Met1 routing:
The bar under the picture is 20 um long. Supply wires on this layer in grey.
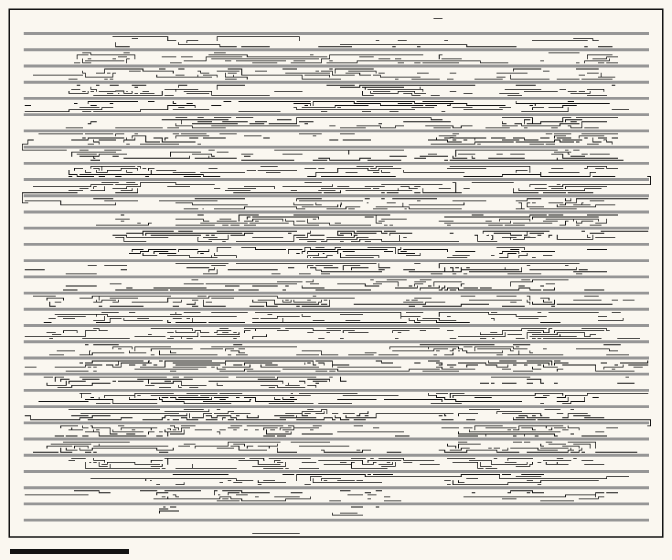
M2 wires:
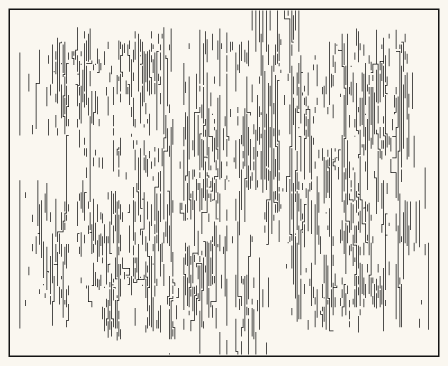
Metal 3:
The bar under the picture is 20 um long. Cells faint in the background.
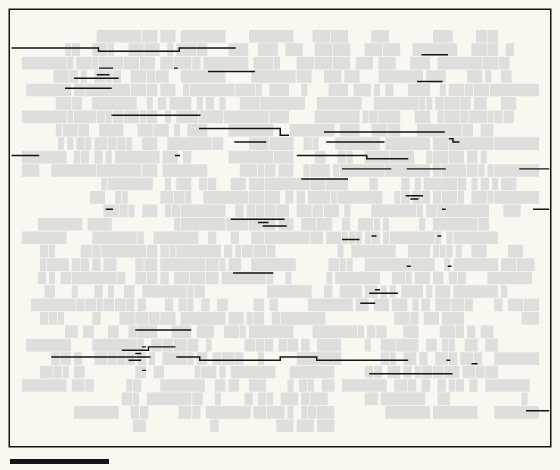
The metal 4 layer:
Supply wires on this layer in grey.
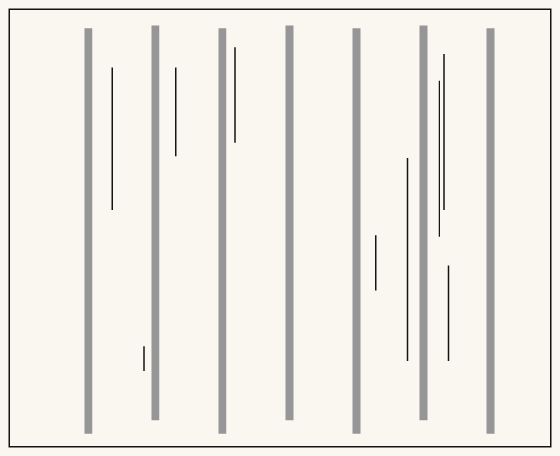
==> config.mk <==
export PLATFORM = sky130hd
export DESIGN_NAME = tick_scheduler
export DESIGN_NICKNAME = d
export VERILOG_FILES = /design/src/rtl/tick_scheduler.sv
export SDC_FILE = /design/constraint.sdc
export NUM_CORES = 1
export LEC_CHECK = 0
export CAP_MARGIN = 25
export CORE_ASPECT_RATIO = 0.8
export CORE_MARGIN = 2
export CORE_UTILIZATION = 60
export DETAILED_ROUTE_END_ITERATION = 7
export HOLD_SLACK_MARGIN = 0.08
export PLACE_DENSITY_LB_ADDON = 0.12
export RECOVER_POWER = 100
export SLEW_MARGIN = 20
export SYNTH_ARGS = -nofsm -noshare
export SYNTH_HDL_FRONTEND = slang
export SYNTH_SLANG_ARGS = --single-unit
==> constraint.sdc <==
create_clock -name clk -period 5.9 [get_ports clk]
set_input_delay 1.18 -clock clk [delete_from_list [all_inputs] [get_ports clk]]
set_output_delay 1.18 -clock clk [all_outputs]
set_load 0.05 [all_outputs]
==> impl_metrics.csv <==
group,metric,value,unit
global_routing,grt_start_max_net_pins,51,
cells_and_area,lay_top_count,"dfrtp_1",
worst_setup_path,reg2reg_depth,6,
detailed_routing,drc,0,
worst_setup_path,worstSetupEndpointType,"register",
sta,skew,0.00793,ns
power,ir_worst_vdd,0.000174,V
cells_and_area,lay_top_cells,"91 x dfrtp_1, 58 x nand2_1, 51 x nor2_1, 45 x xnor2_1, 41 x o21ai_0",
cells_and_area,nClkBuffers,11,
sta,final.min_clock_period,4.02,ns
synth,syn_inst,577,
cells_and_area,logic_area,2900,um2
clock_network,cts_buffers,9,
cells_and_area,fin_util,67.7,%
detailed_routing,highest_layer,"met4",
cells_and_area,num-multi-input-gates,450,
cells_and_area,sh_comb_area,50.0,%
sta,finalHoldViolations,0,
cells_and_area,clk_share,2.87,%
power,p_leak,2.45,nW
detailed_routing,ant_nets,0,
floorplanning,dieArea,9650,um2
global_routing,grt_pass1_wl,20200,um
clock_network,clock-root-buffer,"clkbuf_8",
worst_setup_path,startpoint_type,"input pin",
synth,yosys_cells,577,
worst_setup_path,reg2reg_slack,3.07,ns
cells_and_area,drive_gt1_share,6.18,%
run,tool_warnings,30,
floorplanning,nWellTaps,112,
detailed_routing,dr.pass1.iters,4,
run_status,violations,"max-capacitance violations, max-slew violations",
global_routing,grt_pass1_vias,4073,
worst_hold_path,hp-class,"reg -> reg",
placement,place.gp.congestion,0.907,
run_status,outcome,"complete, but fails checks",
sta,worst_slack,1.88,ns
clock_network,cts_setup_buffers,0,
floorplanning,fp-utilization,62.2,%
clock_network,cts_hold_buf,0,
worst_setup_path,crit_path_max_incr_delay,1.52,ns
clock_network,cts_resized,0,
detailed_routing,routed_via_density,6.09,
floorplanning,core_area,8560,um2
clock_network,clockBufferDepth,2,
placement,dp_cells,696,
worst_setup_path,required,6.15,ns
floorplanning,rows,30,
cells_and_area,flops,91,
placement,pre_cts_ws,2.09,ns
sta,finalSetupTns,0,ns
cells_and_area,register_area,2280,um2
run,maxCapViolCount,2,
cells_and_area,seq_area_share,39.3,%
synth,ys_area,5330,um2
power,clockPowerShare,26.9,%
global_routing,grt_usage,26.8,%
detailed_routing,drtIter0Drc,342,
placement,placed_cell_area,5650,um2
cells_and_area,largest_cell_class,"combinational gates",
cells_and_area,syn2layout_area_growth,8.86,%
floorplanning,io_pins,25,
sta,fmax,249,MHz
synth,ff_type,"dfrtp_1",
power,p_switching,0.442,mW
worst_setup_path,cp_data_arrival_time,4.26,ns
sta,slew_headroom,-52.5,%
global_routing,grt.overflow.total,0,
power,power,1.43,mW
power,cellPowerDensity,246,nW/um2
sta,slew_violations,55,
synth,numSynthFlops,91,
detailed_routing,met3_length,394,um
worst_setup_path,crit_path_top_delay_cell,"nor4b_1",
clock_network,cts.sinks,91,
floorplanning,die_w,109,um
cells_and_area,fillers,691,
placement,io_buffers,24,
placement,dp_hpwl,8560,um
global_routing,antenna_found_initial,0,
worst_setup_path,worstPathCellList,"dlygate4sd3_1, nor4b_1, a211o_1, a21oi_1, nor3_1, xnor2_1, nor2_1",
worst_hold_path,hold_path_depth,1,
detailed_routing,dr_wl_met2,5460,um
detailed_routing,wirelength_met1,5810,um
worst_setup_path,crit_fanout,11,
detailed_routing,wl_per_cell,16.7,um
synth,enable_flop_cells,0,
clock_network,clkTransAtPathRegs,0.08,ns
cells_and_area,n_antenna_cell,0,
## Picture notes: 'met1 routing'
main direction = horizontal
wire length on this layer = 5810 um
met1 GRT Util: 38.3%
via count: 4331
WL final: 11900 um

## Picture notes: 'M2 wires'
longest straight run = 42.8 um
wire length on this layer = 5460 um
nets with wire on the layer = 508
main direction = vertical
met2 usage: 41.7%

## Picture notes: 'metal 3'
share of all routed wire = 3.3%
nets with wire on the layer = 35
wire length on this layer = 395 um
main direction = horizontal
met3 GRT Util: 5.45%

## Picture notes: 'the metal 4 layer'
nets with wire on the layer = 8
main direction = vertical
wire length on this layer = 203 um

kinds of logic after synthesis:
logic type / count (synthesis) / share of synthesized area, %
muxes: 17 / 3.59
xor gates and xnor gates: 63 / 10.7
DFF: 91 / 42.8
AOI/OAI and AO/OA: 106 / 12.5
buffers and inverters: 36 / 2.87
adders and majority gates: 13 / 3.05
and+or+nand+nor: 251 / 24.5
cells in the mapped netlist, drive strengths merged, types with 3 or more instances:
cell type,count,area (um2)
dfrtp,91,2280
nand2,58,218
nor2,51,191
xnor2,46,422
o21ai,41,205
nand3,31,155
nor3,21,105
a21oi,20,100
mux2,17,191
xor2,17,149
inv,15,56.3
clkbuf,14,52.6
ha,13,163
nand4,11,68.8
o31ai,11,82.6
or4,11,82.6
nor2b,9,56.3
nor4,9,62.6
a21o,8,60.1
a31oi,8,50.1
and3,7,43.8
buf,7,43.8
nand2b,7,43.8
and2,6,37.5
nor3b,6,45.0
or3,6,37.5
a211o,4,35.0
a211oi,3,22.5
and4,3,26.3
nand3b,3,22.5
per-layer routing:
| metal | global-route usage, % | vias up |
|---|---|---|
| li1 | - | 2094 |
| met1 | 38.3 | 2132 |
| met2 | 41.7 | 83 |
| met3 | 5.45 | 22 |
| met4 | 7.71 | 0 |
| met5 | 0 | - |
power groups by stage:
stage / logic, mW / registers (mW) / clock network (mW)
6_report: 0.301 / 0.741 / 0.383
2_1_floorplan: 0.227 / 0.734 / 0
3_5_place_dp: 0.304 / 0.751 / 0
5_1_grt: 0.337 / 0.750 / 0.417
4_1_cts: 0.305 / 0.739 / 0.394
3_3_place_gp: 0.290 / 0.749 / 0
worst max-delay path, delay by kind of cell:
kind,cells,cell delay [ns]
AOI/OAI and AO/OA,2,0.45
xor gates and xnor gates,1,0.15
buffers and inverters,1,0.59
and+or+nand+nor,3,1.87
Power is estimated from default activity; no workload was simulated.
